Figure 1. Placement by cell class.
Scale bar: 50 µm.
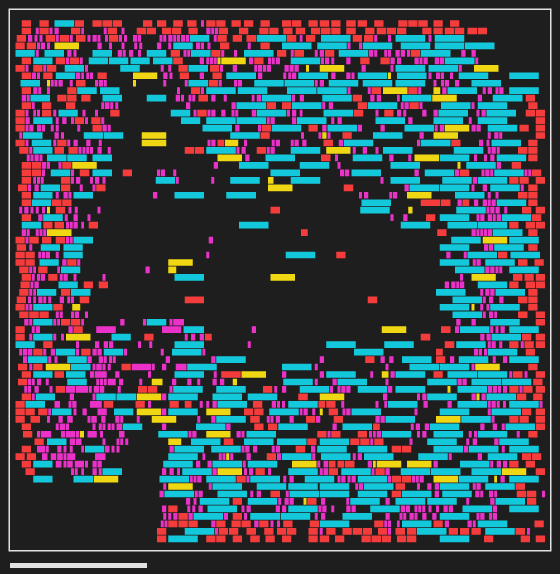
Figure 2. Gate families picked out.
Scale bar: 50 µm.
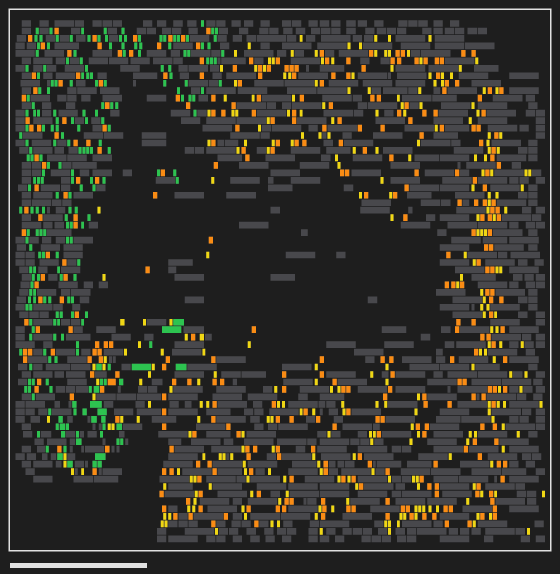
Figure 3. Routed clock nets over the placement.
Scale bar: 50 µm.
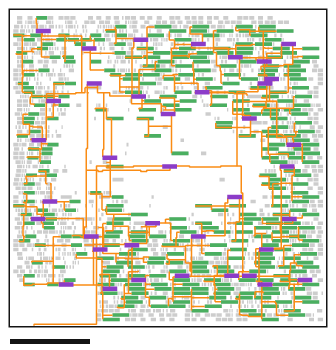
<file path="src/rtl/bf_pair_sequencer_pkg.sv">
// Shared FFT definitions: default float width, unity twiddle constant and
// the pair-sequencer state encoding.
package bf_pair_sequencer_pkg;

    localparam int FFT_FLOAT_LEN = 32;

    localparam logic [31:0] FP32_ONE      = 32'h3F80_0000;
    localparam logic [63:0] TF_UNITY_FP32 = {FP32_ONE, 32'h0000_0000};

    typedef enum logic {
        ST_IDLE = 1'b0,
        ST_RUN  = 1'b1
    } seq_state_e;

    // 1.0+0j for the supported IEEE formats, right-justified so callers can truncate.
    function automatic logic [127:0] unity_twiddle(input int unsigned float_len);
        logic [127:0] w;
        case (float_len)
            16:      w = {96'd0, 16'h3C00, 16'h0000};
            64:      w = {64'h3FF0_0000_0000_0000, 64'h0};
            default: w = {64'd0, TF_UNITY_FP32};
        endcase
        return w;
    endfunction

endpackage

</file>
<file path="src/rtl/fft_delay_line.sv">
// Fixed-depth valid/data delay line; data stages only load behind a valid,
// so the output data holds its last valid value during gaps.
module fft_delay_line #(
    parameter int DATA_W = 8,
    parameter int STAGES = 2
) (
    input  logic              clk_i,
    input  logic              rst_ni,
    input  logic              vld_i,
    input  logic [DATA_W-1:0] data_i,
    output logic              vld_o,
    output logic [DATA_W-1:0] data_o
);

    logic [STAGES-1:0] vld_q;
    logic [DATA_W-1:0] data_q [STAGES];

    always_ff @(posedge clk_i) begin
        if (!rst_ni) begin
            vld_q <= '0;
            for (int i = 0; i < STAGES; i++) begin
                data_q[i] <= '0;
            end
        end else begin
            vld_q[0] <= vld_i;
            if (vld_i) begin
                data_q[0] <= data_i;
            end
            for (int i = 1; i < STAGES; i++) begin
                vld_q[i] <= vld_q[i-1];
                if (vld_q[i-1]) begin
                    data_q[i] <= data_q[i-1];
                end
            end
        end
    end

    assign vld_o  = vld_q[STAGES-1];
    assign data_o = data_q[STAGES-1];

endmodule

</file>
<file path="src/rtl/bf_pair_sequencer.sv">
// Butterfly pair sequencer: counts pairs per frame, addresses the twiddle ROM
// and aligns x1/x2 with the returned twiddle. Optional macro: BF_TF_UNITY_EN.
module bf_pair_sequencer
    import bf_pair_sequencer_pkg::*;
#(
    parameter int FLOAT_LEN   = FFT_FLOAT_LEN,
    parameter int TF_ADDR_LEN = 12,
    parameter int SPAN_LOG2   = 12,
    parameter int TF_LATENCY  = 2
) (
    input  logic                     clk,
    input  logic                     rst,
    input  logic [2*FLOAT_LEN-1:0]   data_in1,
    input  logic [2*FLOAT_LEN-1:0]   data_in2,
    input  logic                     data_in_valid,
    output logic [TF_ADDR_LEN-1:0]   tf_addr,
    output logic                     tf_rd_en,
    input  logic [2*FLOAT_LEN-1:0]   tf_data,
    output logic [2*FLOAT_LEN-1:0]   x1_out,
    output logic [2*FLOAT_LEN-1:0]   x2_out,
    output logic [2*FLOAT_LEN-1:0]   tf_out,
    output logic                     data_out_valid,
    output logic                     frame_done,
    output logic                     busy
);

    localparam int CW     = 2 * FLOAT_LEN;
    localparam int SHIFT  = TF_ADDR_LEN - SPAN_LOG2;
    localparam int OPEN_W = $clog2(TF_LATENCY + 2) + 1;
`ifdef BF_TF_UNITY_EN
    localparam int FLAG_W = 2;
    localparam logic [CW-1:0] TF_UNITY = CW'(unity_twiddle(unsigned'(FLOAT_LEN)));
`else
    localparam int FLAG_W = 1;
`endif
    localparam int DW = 2 * CW + FLAG_W;

    seq_state_e              state_q, state_d;
    logic [TF_ADDR_LEN-1:0]  pc_q, pc_d;
    logic [OPEN_W-1:0]       open_q, open_d;
    logic [CW-1:0]           tf_hold_q;
    logic [SPAN_LOG2-1:0]    k;
    logic                    last_pair;
    logic                    start;
    logic [FLAG_W-1:0]       flags_in, flags_out;
    logic [DW-1:0]           dly_data;
    logic                    dly_vld;
    logic [CW-1:0]           tf_sel;
`ifdef BF_TF_UNITY_EN
    logic                    k_zero;
`endif

    assign k         = pc_q[SPAN_LOG2-1:0];
    assign last_pair = &pc_q;
    assign start     = (state_q == ST_IDLE) && data_in_valid;
    assign tf_addr   = TF_ADDR_LEN'(k) << SHIFT;

`ifdef BF_TF_UNITY_EN
    // k==0 twiddle is 1.0+0j, so the ROM is not read for those pairs.
    assign k_zero   = (k == '0);
    assign tf_rd_en = data_in_valid && !k_zero;
    assign flags_in = {last_pair, k_zero};
`else
    assign tf_rd_en = data_in_valid;
    assign flags_in = last_pair;
`endif

    always_comb begin
        state_d = state_q;
        pc_d    = pc_q;
        case (state_q)
            ST_IDLE: begin
                if (data_in_valid) begin
                    pc_d    = TF_ADDR_LEN'(1);
                    state_d = ST_RUN;
                end
            end
            ST_RUN: begin
                if (data_in_valid) begin
                    if (last_pair) begin
                        pc_d    = '0;
                        state_d = ST_IDLE;
                    end else begin
                        pc_d = pc_q + TF_ADDR_LEN'(1);
                    end
                end
            end
            default: begin
                pc_d    = '0;
                state_d = ST_IDLE;
            end
        endcase
    end

    // Frames still owed a frame_done; covers a new frame starting while the
    // previous frame's tail is still in the delay line.
    always_comb begin
        open_d = open_q;
        case ({start, frame_done})
            2'b10:   open_d = open_q + OPEN_W'(1);
            2'b01:   open_d = open_q - OPEN_W'(1);
            default: open_d = open_q;
        endcase
    end

    assign busy = (open_q != '0) || start;

    fft_delay_line #(
        .DATA_W (DW),
        .STAGES (TF_LATENCY)
    ) u_align (
        .clk_i  (clk),
        .rst_ni (rst),
        .vld_i  (data_in_valid),
        .data_i ({data_in1, data_in2, flags_in}),
        .vld_o  (dly_vld),
        .data_o (dly_data)
    );

    assign flags_out      = dly_data[FLAG_W-1:0];
    assign x1_out         = dly_data[DW-1 -: CW];
    assign x2_out         = dly_data[DW-CW-1 -: CW];
    assign data_out_valid = dly_vld;
    assign frame_done     = dly_vld && flags_out[FLAG_W-1];

`ifdef BF_TF_UNITY_EN
    assign tf_sel = flags_out[0] ? TF_UNITY : tf_data;
`else
    assign tf_sel = tf_data;
`endif

    // tf_data is free-running from the ROM, so the last valid twiddle is latched.
    assign tf_out = dly_vld ? tf_sel : tf_hold_q;

    always_ff @(posedge clk) begin
        if (!rst) begin
            state_q   <= ST_IDLE;
            pc_q      <= '0;
            open_q    <= '0;
            tf_hold_q <= '0;
        end else begin
            state_q <= state_d;
            pc_q    <= pc_d;
            open_q  <= open_d;
            if (dly_vld) begin
                tf_hold_q <= tf_sel;
            end
        end
    end

endmodule

</file>
<file path="config.mk">
export PLATFORM = sky130hd
export DESIGN_NAME = bf_pair_sequencer
export DESIGN_NICKNAME = d
export VERILOG_FILES = /design/src/rtl/bf_pair_sequencer_pkg.sv /design/src/rtl/fft_delay_line.sv /design/src/rtl/bf_pair_sequencer.sv
export SDC_FILE = /design/constraint.sdc
export NUM_CORES = 1
export LEC_CHECK = 0
export ABC_AREA = 1
export CAP_MARGIN = 20
export CORE_MARGIN = 1.5
export CORE_UTILIZATION = 39
export DETAILED_ROUTE_END_ITERATION = 10
export PLACE_DENSITY = 0.72
export SETUP_SLACK_MARGIN = 0.4
export SLEW_MARGIN = 20
export SYNTH_ARGS = -nofsm -noshare
export SYNTH_HDL_FRONTEND = slang
export SYNTH_HIERARCHICAL = 1
export SYNTH_SLANG_ARGS = --single-unit
</file>
<file path="constraint.sdc">
create_clock -name clk -period 4.7 [get_ports clk]
set_clock_uncertainty 0.1 [all_clocks]
set_input_delay 0.47 -clock clk [delete_from_list [all_inputs] [get_ports clk]]
set_output_delay 0.47 -clock clk [all_outputs]
set_load 0.05 [all_outputs]
</file>
==> metrics.yaml <==
outcome:
  status: "complete, no violations"
power_and_ir_drop:
  p_per_area_nw_per_um2: 389
  p_total_mw: 7.50
  ir_drop_uv: 275
  p_leak_nw: 7.96
run:
  drv_cap: 0
  tool_warnings: 32
setup_path:
  crit_path_end_kind: "output port"
  critPathKind: "flip-flop to output port"
  path_depth: 4
  crit_top_cell: "nand2_1"
  crit_arrival_ns: 2.67
  cp.required_ns: 4.13
  path_delay_family: "buffers and inverters"
  start_kind: "flip-flop"
  cp.buffers_inverters: 2
  reg2reg_depth: 10
  cp_max_fo: 64
  path_cells: "clkinv_2 -> nand2_1 -> nand2_1 -> clkdlybuf4s50_1"
  critPathMaxStageDelay_ns: 0.73
  cp_slowest_cell: "clkdlybuf4s50_1"
floorplanning:
  die_w_um: 197
  fp-utilization_pct: 39.8
  ios: 403
  die_y_um: 197
  core-area_um2: 36800
  dieArea_um2: 38700
final_layout:
  area_delta_synth_final_pct: 31.8
  fin_nets: 1875
  nFillCells: 3179
  mostFrequentLayoutCells: "clkdlybuf4s50_1, a21oi_1, inv_1"
  drive_above_1_share_pct: 5.51
  comb_area_um2: 2880
  final_common_cell: "clkdlybuf4s50_1"
  register_area_um2: 9390
clock_network:
  cts-root-buf: "clkbuf_16"
  cts_setup_buffers: 0
  cts_resized: 0
  clock_path_buffers: 3
  clk_pin_slew_ns: 0.06
  cts_tree: "yes"
  cts.sinks: 340
  cts_made_buffers: 38
  cts_hold_buf: 0
  htreeDepth: 2
yosys:
  ys_top_logic_family: "buffers and inverters"
  ys_sh_mux_pct: 0
  synth_flops: 340
  syn_area_um2: 14600
  ys_cells: 1429
  aoi_share_pct: 11.6
  synth_nets: 1627
  avgSynthCellArea_um2: 10.2
  synthDistinctLibCells: 28
  yosys_warnings: 6
  netlist_instances: 1429
  yosysChipArea_um2: 14600
  yosys.area_share.simple_pct: 7.41
  xor_share_pct: 0.120
  ys_sh_adder_pct: 0.308
  yosysSeqAreaShare_pct: 64.2
grt:
  grt_usage_pct: 17.2
  grt_pass1_wl_um: 52200
  grt_pass1_vias: 10026
  grt_max_degree: 146
  overflow: 0
  antenna_found_initial: 1
routing:
  wl_per_cell_um: 15.5
  via_per_inst: 4.65
  antenna_left: 0
  routed_wl_um: 33800
  drc: 0
  drt-pass1-iter-count: 4
  drtIter0Drc: 414
  via_count: 10105
timing:
  grt_setup_unrepaired: "false"
  tns_ns: 0
  setup_viol: 0
  tightest_slew_ns: 0.928
  hold_violations: 0
  fmax_mhz: 309
  relSlewSlack_pct: 38.1
  whs_ns: 0.368
  period_needed_ns: 3.24
  post-route-period-util_pct: 68.9
  report.final.slew_viol_count: 0
hold_path:
  hp-class: "flip-flop to flip-flop"
  min_path_cells: 2
placed_design:
  gp_routability_congestion: 0.832
  hpwlAfterDp_um: 22700
  io_buffers: 402
About Figure 1:
flip-flops: marked cyan, cells 340, share of their area 50%. other buffers and delay cells: marked red, cells 415, share of their area 22%. clock drivers and dummy loads: marked yellow, cells 69, share of their area 6.4%. all other logic: marked magenta, cells 882, share of their area 21%.
num rows: 70
final core occ: 52.4%
sequential share of cell area: 48.7%
Final Cell Area: 19300 µm²

About Figure 2:
inverters: marked yellow, cells 279, where widely spread. NAND gates: marked green, cells 232. inverting AOI/OAI gates: marked orange, cells 338, where widely spread.

About Figure 3:
flip-flops: marked green, count 340. cells driving clock nets: marked purple, count 38. clock wires: marked orange, length 4370 µm.
Position of the flops: widely spread. There are 39 routed clock nets.
P_clk: 2.85 mW
Worst-Skew Late Latency: 0.53 ns
clock power share: 38.0%

==> cell families after synthesis <==
group | count (synthesis)
xor gates and xnor gates | 2
adders and majority gates | 3
AOI/OAI and AO/OA | 338
buffers and inverters | 486
and+or+nand+nor | 260
DFF | 340
==> per-layer routing <==
layer | vias to the layer above | track usage, % | routed length, µm
li1 | 4994 | - | -
met1 | 4715 | 20.4 | 13400
met2 | 331 | 28.9 | 16600
met3 | 65 | 5.29 | 2620
met4 | 0 | 7.52 | 1100
met5 | - | 0 | 0
==> Yosys cell counts <==
cell	instances	share of area [%]
inv_2	4	0.10
nor3_2	4	0.27
clkinv_1	2	0.051
dfxtp_1	82	11
nor2_1	16	0.41
o21ai_1	1	0.034
nor2_2	6	0.26
nand3_2	1	0.068
nand3_1	8	0.27
buf_1	4	0.10
clkbuf_1	8	0.21
a21oi_1	331	11
nand2_4	1	0.077
buf_2	63	2.2
nand2_2	5	0.21
fa_1	1	0.14
xor2_1	2	0.12
nand4_1	5	0.21
o21ai_2	1	0.060
ha_1	2	0.17
o21ai_0	5	0.17
nand4_2	1	0.086
edfxtp_1	258	53
nand2_1	211	5.4
inv_1	273	7.0
buf_4	132	6.8
nor2_4	1	0.077
or2_1	1	0.043
==> worst reg2reg max path: cells and delay by family (launching register included) <==
kind                     cells  cell delay, ns
flip-flops                   1            0.33
AND/OR/NAND/NOR              1            0.13
buffers and inverters        3            0.71
AND-OR/OR-AND                4            0.52
adder cells (fa/ha/maj)      2            0.53
==> path summary, 6_finish.rpt <==
path	start	to	slack (ns)
worst max-delay path	u_align/vld_q[1]	tf_out[60]	1.46
worst min-delay path	tf_hold_q[26]	tf_hold_q[26]	0.37
worst max register to register	u_align/vld_q[1]	open_q[2]	2.25
worst min register to register	tf_hold_q[26]	tf_hold_q[26]	0.37
==> power by group <==
group	switching, mW	leakage [nW]	internal (mW)
Sequential	0.0539	3.42	3.45
Combinational	0.739	3.96	0.411
Clock	1.18	0.586	1.67
Total	1.97	7.96	5.53
==> registers in the layout, indices dropped and copies added, names as in the netlist <==
name            cells
tf_addr            12
u_align/data_q    258
u_align/vld_q       2
open_q              3
state_q             1
tf_hold_q          64
==> stage by stage <==
step	area (µm²)	setup WS, ns	cells
finish	19300	1.46	2175
CTS	19300	1.23	2174
global route	19300	1.19	2174
floorplan	14600	0.452	1429
global placement	18100	1.52	2105
detailed placement	18100	1.52	2105
==> layout make-up <==
cell class / count / share of cell area, %
inverter: 279 / 5.45
sequential: 340 / 48.7
antenna: 1 / 0.0130
clock inverter: 13 / 0.415
clock buffer: 56 / 5.84
timing repair buffer: 415 / 21.6
tap: 468 / 3.04
multi-input combinational: 603 / 15.0
Power figures rest on the tool's default switching activity, not on a simulated workload.
